Pin placement:
(6 px per um) Pins as bars across the die edge, other pins in grey.
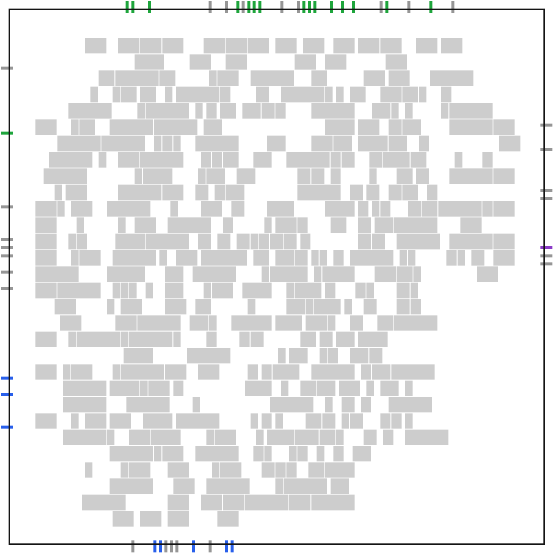
Placement view:
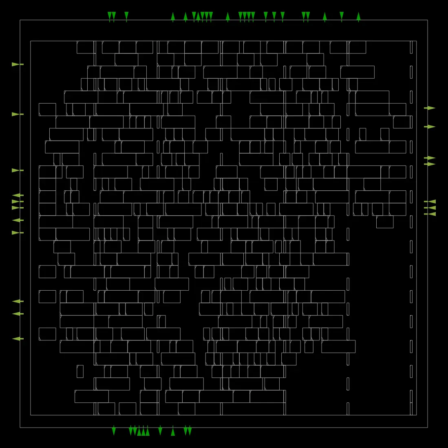
I/O nets highlighted:
(3 px per um)
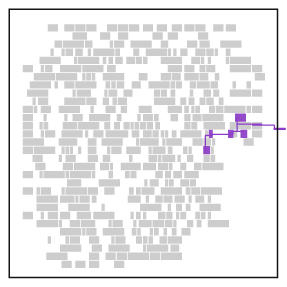
Routed metal, one colour a layer:
(6 px per um) Two of the layers only.
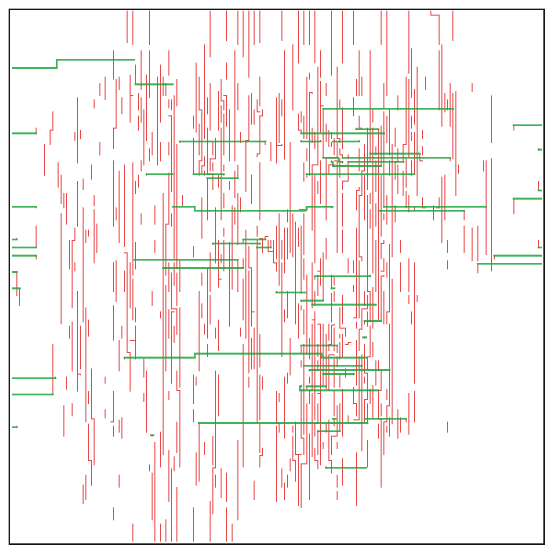
Cells by drive strength:
(6 px per um)
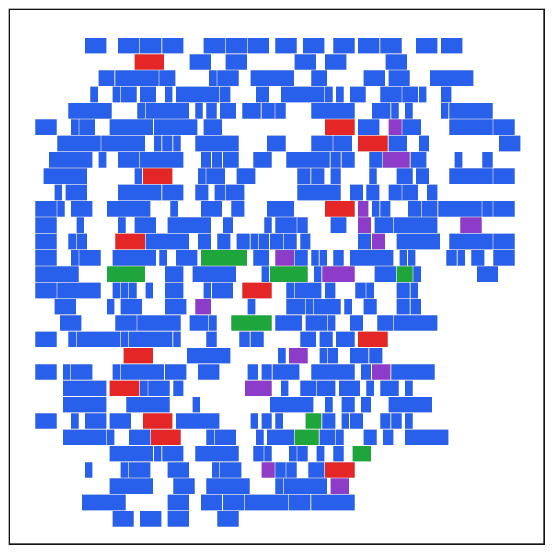
[config.mk]
export PLATFORM = sky130hd
export DESIGN_NAME = qoa_spi_cmd_ctrl_flat
export DESIGN_NICKNAME = d
export VERILOG_FILES = /design/src/rtl/qoa_spi_pkg.sv /design/src/rtl/qoa_spi_cmd_ctrl_if.sv /design/src/rtl/qoa_spi_regfile.sv /design/src/rtl/qoa_spi_cmd_ctrl.sv /design/src/flat_wrapper.sv
export SDC_FILE = /design/constraint.sdc
export NUM_CORES = 1
export LEC_CHECK = 0
export CORE_MARGIN = 2
export CORE_UTILIZATION = 40
export DETAILED_ROUTE_END_ITERATION = 6
export GPL_ROUTABILITY_DRIVEN = 0
export PLACE_DENSITY_LB_ADDON = 0.2
export SYNTH_ARGS = -nofsm -noshare
export SYNTH_HDL_FRONTEND = slang
export SYNTH_SLANG_ARGS = --single-unit
[constraint.sdc]
create_clock -name sclk -period 4.2 [get_ports sclk]
set_input_delay 0.84 -clock sclk [delete_from_list [all_inputs] [get_ports sclk]]
set_output_delay 0.84 -clock sclk [all_outputs]
set_load 0.1 [all_outputs]
[src/rtl/qoa_spi_pkg.sv]
// rtl/qoa_spi_pkg.sv - shared constants and state type for the QOA SPI command controller
package qoa_spi_pkg;

    localparam logic [1:0] OP_READ_REG  = 2'b00;
    localparam logic [1:0] OP_WRITE_REG = 2'b01;
    localparam logic [1:0] OP_PUSH      = 2'b10;
    localparam logic [1:0] OP_POP       = 2'b11;

    localparam logic [5:0] ADDR_CTRL    = 6'd0;
    localparam logic [5:0] ADDR_STATUS  = 6'd1;
    localparam logic [5:0] ADDR_ID      = 6'd2;
    localparam logic [5:0] ADDR_SCRATCH = 6'd3;

    localparam int STAT_IN_READY  = 0;
    localparam int STAT_OUT_VALID = 1;
    localparam int STAT_OVERRUN   = 2;
    localparam int STAT_UNDERRUN  = 3;

    typedef enum logic [2:0] {
        ST_IDLE      = 3'd0,
        ST_WR_DATA   = 3'd1,
        ST_PUSH_LEN  = 3'd2,
        ST_PUSH_DATA = 3'd3,
        ST_POP       = 3'd4
    } state_e;

endpackage

[src/rtl/qoa_spi_cmd_ctrl_if.sv]
// rtl/qoa_spi_cmd_ctrl_if.sv - SPI byte, decoder stream and control signals of the command controller
interface qoa_spi_cmd_ctrl_if;
    logic        cs_active;
    logic        rx_valid;
    logic [7:0]  rx_byte;
    logic [7:0]  tx_byte;
    logic        tx_load;
    logic [7:0]  in_data;
    logic        in_valid;
    logic        in_ready;
    logic [15:0] out_sample;
    logic        out_valid;
    logic        out_ready;
    logic        dec_enable;
    logic        dec_flush;

    // master: the command controller itself
    modport master (
        input  cs_active, rx_valid, rx_byte, in_ready, out_sample, out_valid,
        output tx_byte, tx_load, in_data, in_valid, out_ready, dec_enable, dec_flush
    );

    modport slave (
        output cs_active, rx_valid, rx_byte, in_ready, out_sample, out_valid,
        input  tx_byte, tx_load, in_data, in_valid, out_ready, dec_enable, dec_flush
    );
endinterface

[src/rtl/qoa_spi_regfile.sv]
// rtl/qoa_spi_regfile.sv - CTRL/SCRATCH storage, sticky STATUS bits and register read mux
module qoa_spi_regfile
    import qoa_spi_pkg::*;
#(
    parameter logic [7:0] ID_VALUE = 8'hA5,
    parameter int         NREGS    = 4
) (
    input  logic       sclk,
    input  logic       rst_n,
    input  logic       i_wr_en,
    input  logic [5:0] i_wr_addr,
    input  logic [7:0] i_wr_data,
    input  logic [5:0] i_rd_addr,
    output logic [7:0] o_rd_data,
    input  logic       i_in_ready,
    input  logic       i_out_valid,
    input  logic       i_set_overrun,
    input  logic       i_set_underrun,
    output logic [7:0] o_status,
    output logic       o_dec_enable,
    output logic       o_dec_flush
);

    logic       r_enable;
    logic       r_flush;
    logic [7:0] r_scratch;
    logic       r_overrun;
    logic       r_underrun;

    logic w_wr_mapped;
    logic w_wr_ctrl;
    logic w_wr_status;
    logic w_wr_scratch;

    assign w_wr_mapped  = i_wr_en && (int'(i_wr_addr) < NREGS);
    assign w_wr_ctrl    = w_wr_mapped && (i_wr_addr == ADDR_CTRL);
    assign w_wr_status  = w_wr_mapped && (i_wr_addr == ADDR_STATUS);
    assign w_wr_scratch = w_wr_mapped && (i_wr_addr == ADDR_SCRATCH);

    // a new sticky event outranks a simultaneous write-1-to-clear
    always_ff @(posedge sclk) begin
        if (!rst_n) begin
            r_enable   <= 1'b0;
            r_flush    <= 1'b0;
            r_scratch  <= 8'h00;
            r_overrun  <= 1'b0;
            r_underrun <= 1'b0;
        end else begin
            r_flush    <= w_wr_ctrl && i_wr_data[1];
            if (w_wr_ctrl)
                r_enable <= i_wr_data[0];
            if (w_wr_scratch)
                r_scratch <= i_wr_data;
            r_overrun  <= i_set_overrun ||
                          (r_overrun && !(w_wr_status && i_wr_data[STAT_OVERRUN]));
            r_underrun <= i_set_underrun ||
                          (r_underrun && !(w_wr_status && i_wr_data[STAT_UNDERRUN]));
        end
    end

    always_comb begin
        o_status                 = 8'h00;
        o_status[STAT_IN_READY]  = i_in_ready;
        o_status[STAT_OUT_VALID] = i_out_valid;
        o_status[STAT_OVERRUN]   = r_overrun;
        o_status[STAT_UNDERRUN]  = r_underrun;
    end

    always_comb begin
        o_rd_data = 8'h00;
        if (int'(i_rd_addr) < NREGS) begin
            case (i_rd_addr)
                ADDR_CTRL:    o_rd_data = {7'b0, r_enable};
                ADDR_STATUS:  o_rd_data = o_status;
                ADDR_ID:      o_rd_data = ID_VALUE;
                ADDR_SCRATCH: o_rd_data = r_scratch;
                default:      o_rd_data = 8'h00;
            endcase
        end
    end

    assign o_dec_enable = r_enable;
    assign o_dec_flush  = r_flush;

endmodule

[src/rtl/qoa_spi_cmd_ctrl.sv]
// rtl/qoa_spi_cmd_ctrl.sv - decodes SPI command bytes into register, push and pop operations
module qoa_spi_cmd_ctrl
    import qoa_spi_pkg::*;
#(
    parameter logic [7:0] ID_VALUE = 8'hA5,
    parameter int         NREGS    = 4
) (
    input  logic               sclk,
    input  logic               rst_n,
    qoa_spi_cmd_ctrl_if.master bus
);

    state_e     r_state;
    logic       r_armed;
    logic [5:0] r_wr_addr;
    logic [7:0] r_count;
    logic       r_phase;
    logic [7:0] r_sample_lo;
    logic [7:0] r_tx_byte;
    logic       r_tx_load;
    logic [7:0] r_in_data;
    logic       r_in_valid;
    logic       r_out_ready;

    logic       w_acc;
    logic [1:0] w_op;
    logic [5:0] w_arg;
    logic       w_wr_en;
    logic       w_pop;
    logic       w_set_overrun;
    logic       w_set_underrun;
    logic [7:0] w_rd_data;
    logic [7:0] w_status;

    // r_armed blocks parsing after reset until chip select has been seen low
    assign w_acc = bus.rx_valid && bus.cs_active && r_armed;
    assign w_op  = bus.rx_byte[7:6];
    assign w_arg = bus.rx_byte[5:0];

    always_comb begin
        w_wr_en       = 1'b0;
        w_pop         = 1'b0;
        w_set_overrun = 1'b0;
        if (w_acc) begin
            case (r_state)
                ST_IDLE:      w_pop = (w_op == OP_POP);
                ST_WR_DATA:   w_wr_en = 1'b1;
                ST_PUSH_DATA: w_set_overrun = !bus.in_ready;
                ST_POP:       w_pop = !r_phase;
                default:      ;
            endcase
        end
        w_set_underrun = w_pop && !bus.out_valid;
    end

    qoa_spi_regfile #(
        .ID_VALUE (ID_VALUE),
        .NREGS    (NREGS)
    ) u_regfile (
        .sclk           (sclk),
        .rst_n          (rst_n),
        .i_wr_en        (w_wr_en),
        .i_wr_addr      (r_wr_addr),
        .i_wr_data      (bus.rx_byte),
        .i_rd_addr      (w_arg),
        .o_rd_data      (w_rd_data),
        .i_in_ready     (bus.in_ready),
        .i_out_valid    (bus.out_valid),
        .i_set_overrun  (w_set_overrun),
        .i_set_underrun (w_set_underrun),
        .o_status       (w_status),
        .o_dec_enable   (bus.dec_enable),
        .o_dec_flush    (bus.dec_flush)
    );

    always_ff @(posedge sclk) begin
        if (!rst_n) begin
            r_state     <= ST_IDLE;
            r_armed     <= 1'b0;
            r_wr_addr   <= 6'd0;
            r_count     <= 8'd0;
            r_phase     <= 1'b0;
            r_sample_lo <= 8'h00;
            r_tx_byte   <= 8'h00;
            r_tx_load   <= 1'b0;
            r_in_data   <= 8'h00;
            r_in_valid  <= 1'b0;
            r_out_ready <= 1'b0;
        end else begin
            r_tx_load   <= w_acc;
            r_in_valid  <= 1'b0;
            r_out_ready <= 1'b0;
            if (!bus.cs_active) begin
                r_armed <= 1'b1;
                r_state <= ST_IDLE;
                r_count <= 8'd0;
                r_phase <= 1'b0;
            end else if (w_acc) begin
                r_tx_byte <= w_status;
                case (r_state)
                    ST_IDLE: begin
                        case (w_op)
                            OP_READ_REG:  r_tx_byte <= w_rd_data;
                            OP_WRITE_REG: begin
                                r_wr_addr <= w_arg;
                                r_state   <= ST_WR_DATA;
                            end
                            OP_PUSH:      r_state <= ST_PUSH_LEN;
                            default:      r_state <= ST_POP;
                        endcase
                    end
                    ST_WR_DATA: r_state <= ST_IDLE;
                    ST_PUSH_LEN: begin
                        if (bus.rx_byte == 8'h00) begin
                            r_state <= ST_IDLE;
                        end else begin
                            r_count <= bus.rx_byte;
                            r_state <= ST_PUSH_DATA;
                        end
                    end
                    ST_PUSH_DATA: begin
                        if (bus.in_ready) begin
                            r_in_data  <= bus.rx_byte;
                            r_in_valid <= 1'b1;
                        end
                        r_count <= r_count - 8'd1;
                        if (r_count == 8'd1)
                            r_state <= ST_IDLE;
                    end
                    ST_POP: begin
                        if (r_phase) begin
                            r_tx_byte <= r_sample_lo;
                            r_phase   <= 1'b0;
                        end
                    end
                    default: r_state <= ST_IDLE;
                endcase
                // an empty decoder output is reported as a zero sample
                if (w_pop) begin
                    r_phase     <= 1'b1;
                    r_out_ready <= bus.out_valid;
                    r_tx_byte   <= bus.out_valid ? bus.out_sample[15:8] : 8'h00;
                    r_sample_lo <= bus.out_valid ? bus.out_sample[7:0]  : 8'h00;
                end
            end
        end
    end

    assign bus.tx_byte   = r_tx_byte;
    assign bus.tx_load   = r_tx_load;
    assign bus.in_data   = r_in_data;
    assign bus.in_valid  = r_in_valid;
    assign bus.out_ready = r_out_ready;

endmodule

[src/flat_wrapper.sv]
// flat-port wrapper written by rule: the top's interface ports become plain ports
module qoa_spi_cmd_ctrl_flat import qoa_spi_pkg::*;
#(
    parameter logic [7:0] ID_VALUE = 8'hA5,
    parameter int         NREGS    = 4
)
  (sclk, rst_n, bus_cs_active, bus_rx_valid, bus_rx_byte, bus_in_ready, bus_out_sample, bus_out_valid, bus_tx_byte, bus_tx_load, bus_in_data, bus_in_valid, bus_out_ready, bus_dec_enable, bus_dec_flush);
  qoa_spi_cmd_ctrl_if bus_i ();
  input  logic sclk;
  input  logic rst_n;
  input wire logic [$bits(bus_i.cs_active)-1:0] bus_cs_active;
  input wire logic [$bits(bus_i.rx_valid)-1:0] bus_rx_valid;
  input wire logic [$bits(bus_i.rx_byte)-1:0] bus_rx_byte;
  input wire logic [$bits(bus_i.in_ready)-1:0] bus_in_ready;
  input wire logic [$bits(bus_i.out_sample)-1:0] bus_out_sample;
  input wire logic [$bits(bus_i.out_valid)-1:0] bus_out_valid;
  output wire logic [$bits(bus_i.tx_byte)-1:0] bus_tx_byte;
  output wire logic [$bits(bus_i.tx_load)-1:0] bus_tx_load;
  output wire logic [$bits(bus_i.in_data)-1:0] bus_in_data;
  output wire logic [$bits(bus_i.in_valid)-1:0] bus_in_valid;
  output wire logic [$bits(bus_i.out_ready)-1:0] bus_out_ready;
  output wire logic [$bits(bus_i.dec_enable)-1:0] bus_dec_enable;
  output wire logic [$bits(bus_i.dec_flush)-1:0] bus_dec_flush;
  assign bus_i.cs_active = bus_cs_active;
  assign bus_i.rx_valid = bus_rx_valid;
  assign bus_i.rx_byte = bus_rx_byte;
  assign bus_i.in_ready = bus_in_ready;
  assign bus_i.out_sample = bus_out_sample;
  assign bus_i.out_valid = bus_out_valid;
  assign bus_tx_byte = bus_i.tx_byte;
  assign bus_tx_load = bus_i.tx_load;
  assign bus_in_data = bus_i.in_data;
  assign bus_in_valid = bus_i.in_valid;
  assign bus_out_ready = bus_i.out_ready;
  assign bus_dec_enable = bus_i.dec_enable;
  assign bus_dec_flush = bus_i.dec_flush;
  qoa_spi_cmd_ctrl #(.ID_VALUE(ID_VALUE), .NREGS(NREGS)) u_core (.sclk(sclk), .rst_n(rst_n), .bus(bus_i));
endmodule
==> results.txt <==
Notes on the physical implementation.

- The number of well-tap cells placed is between 90 and 100, for reference.
- In this run, the synthesized area fraction spent on xor and xnor cells is recorded as 0.
- The global-route total usage across every layer is 0.207, for reference.
- The number of ordinary inverters in the final layout is 7, for reference.
- The core footprint is 6870 um^2, for reference.
- In this run, the synthesized area fraction spent on and/or/nand/nor cells is recorded as 0.245.
- The post-route clock skew is about 0.016 ns, for reference.
- The number of clock buffers in the layout is 13, for reference.
- Before any placement, the netlist area is recorded as 2880 um^2.
- Counting I/O delays and the setup requirement, the final critical path takes around 2.8 ns.
- For met1 alone, demand over resource in global routing was 0.298.
- Before antenna repair, the detailed router went through 5 iterations.
- The area taken by flip-flops and latches is 1160 um^2, for reference.
- The number of warning messages in the yosys log is 0, for reference.
- Counting cells, the worst reg-to-reg path comes to 5.
- The placement row count is 30, for reference.
- The most frequently used library cell after synthesis is sky130_fd_sc_hd__nor2_1.
- Per the OpenROAD timing report, the critical path contains 6 cells.
- The number of setup buffers added after CTS is 0.
- The area fraction in mux cells is 0.0868, for reference.
- Per the cell usage report, the commonest logic cell in the layout is sky130_fd_sc_hd__nor2_1.
- The first-pass GRT wire length is 12300 um, for reference.
- Per report_power, the Sequential row totals about 560 uW.
- between 50 and 60 I/O pins were placed.
- Per STA, the highest per-stage delay on the worst path measures 0.55 ns.
- The number of setup violations in the final report is 0, for reference.
- The clock-pin slew of the registers on the worst-case setup and hold paths is roughly 0.07 ns, for reference.
- The setup slack of the most critical reg-to-reg path is 2.11 ns, for reference.
- The maximum vdd drop is around 0.14 mV, for reference.
- Summing all non-filler instances in the final layout gives an area of around 3600 um^2.
- For this configuration, the core starts out at a cell density of 0.420.
- The final number of max-transition violations is 0, for reference.
- The static leakage is 1.41 nW, for reference.
- In the synthesized netlist, the cells that appear most often are sky130_fd_sc_hd__nor2_1 (59), sky130_fd_sc_hd__dfxtp_1 (58), sky130_fd_sc_hd__mux2i_1 (25), sky130_fd_sc_hd__nand2_1 (17), sky130_fd_sc_hd__a21oi_1 (16).
- The upper clock frequency limit is 356 MHz, for reference.
- The highest layer used for signal routing is met4, for reference.
- The internal power contribution is 880 uW, for reference.
- The category of the critical setup timing path is in -> reg, for reference.
- The cell total in the yosys stat output is 329, for reference.
- For this run, global-route usage on met2 was measured as 0.296.
- In this run the number of H-tree levels came out at 3.
- The largest net degree at the start of global routing is 24, for reference.
- The number of buffers on the longest clock path is 2, for reference.
- The proportion of final cell area spent on non-clock buffers is 0.140, for reference.
- The routed layout has 2603 vias.
- The detailed router reports a met3 wire length of 505 um.
- The post-synthesis cell type count is 59, for reference.
- The met2 wire length is 3340 um, for reference.
- At floorplan, the net count of the design was reported as ~370.
- The flow ran to the end, and the final reports show no timing, DRC or antenna violations.
- The number of antenna cells inserted is 0, for reference.
- Synthesis produced a netlist whose cell count is 329.
- The chip area line in the Yosys stat output reads between 2000 and 3000 um^2.
- Per the detail_route report, routed wire per instance is 16.0 um.
- The capturing instance or port of the critical path is u_core.bus.in_data[4], for reference.
- The destination of the worst hold path is u_core.r_armed, for reference.
- The via density per instance is between 5 and 6, for reference.
- The global routing stage identified its most utilized layer as met1.
- The DRC marker count from the first detailed-route iteration is roughly 180, for reference.
- The nature of the critical path startpoint is an input port, for reference.
- The fraction of final cell area spent on clock buffers and inverters in this run is 0.0552.
- The number of clock buffers added by TritonCTS is 9.
- The share of the Yosys chip area taken by registers is 0.403.
- The switching portion of total power comes to 0.262.
- The final non-filler cell total is 473, for reference.
- The kind of cell adding the most delay to the critical path is simple AND/OR/NAND/NOR gates, for reference.
- The report lists the number of cells resized after CTS as 0.
- The OpenROAD warning count is 30, for reference.
- The layout cell share with drive strength beyond 1 is 0.0928, for reference.
- STA classifies the critical path endpoint as a flip-flop.
- The routed length on met1 is 3590 um, for reference.
- The completed layout was analyzed and its total power is 1.19 mW.
- Per report_power, the Clock row totals a little over 500 uW.
- The share of synthesized area in the top cell type comes to 0.403.
- The vertical die dimension is roughly 90 um, for reference.
- The number of global-route vias before repair is ~2400.
- The post-layout worst setup margin is 1.39 ns, for reference.
- The startpoint of the most critical register-to-register path is u_core.r_armed, for reference.
- Along the worst path, the maximum fanout reaches 14.
- The count of hold-fix buffers inserted at cts is 0, for reference.
- The area of the multi-input gates is ~1600 um^2, for reference.
- The OpenROAD report gives the critical path a required time of roughly 4.4 ns.
- The post-synth tally of flip-flops with integrated enable is 0, for reference.
- The adder and majority gate portion of the synthesized area is 0.0260, for reference.
- The tightest hold margin is approximately 0.47 ns, for reference.
- The number of cells in the design after placement is 457, for reference.
- The total routed wirelength is 7580 um, for reference.
- The final routed DRC violation total is 0, for reference.
- The share of synthesized cell area in and-or and or-and compound cells is 0.200, for reference.
- The share of total power dissipated in sequential elements is 0.469.
- The critical path starts at bus_cs_active.
- The count of buffers not belonging to the clock network in the layout is 51, for reference.
- The top contributor to total power is sequential cells, for reference.
- For reference, the post-synthesis area per instance comes to ~8.8 um^2.
- Ranking logic cells in the layout by count gives the top entries sky130_fd_sc_hd__nor2_1 (59), sky130_fd_sc_hd__dfxtp_1 (58), sky130_fd_sc_hd__clkdlybuf4s50_1 (50), sky130_fd_sc_hd__mux2i_1 (25), sky130_fd_sc_hd__nand2_1 (17).
- The total of buffers placed on input and output ports is roughly 50, for reference.
- Summed over all nets, the switching power comes to 312 uW.
- In this run the most critical hold path is launched from u_core.r_armed.
- The sink count of the clock tree is about 58, for reference.
About 'pin placement':
| colour | port | pins | direction | edge |
|---|---|---|---|---|
| green | bus_out_sample | 16 | input | 15 top, 1 left |
| blue | bus_in_data | 8 | output | 5 bottom, 3 left |
| purple | bus_cs_active | 1 | input | right |

About 'placement view':
flip-flops: 58
filler cell count in the final layout: 655
fin util: 0.528

About 'I/O nets highlighted':
| colour | port | bits | direction | end cells | buffers | wire |
|---|---|---|---|---|---|---|
| purple | bus_cs_active | 1 | input | 5 | 1 | 41.5 um |

About 'routed metal, one colour a layer':
| colour | layer | wire length |
|---|---|---|
| green | met3 | 506 um |
| red | met2 | 3340 um |

About 'cells by drive strength':
| colour | size | cells |
|---|---|---|
| blue | drive 1 or less | 342 |
| purple | drive 2 | 14 |
| red | drive 6 and up | 13 |
| green | drive 3 to 4 | 8 |

No activity file was given, so power comes from the tool's default toggle rates.
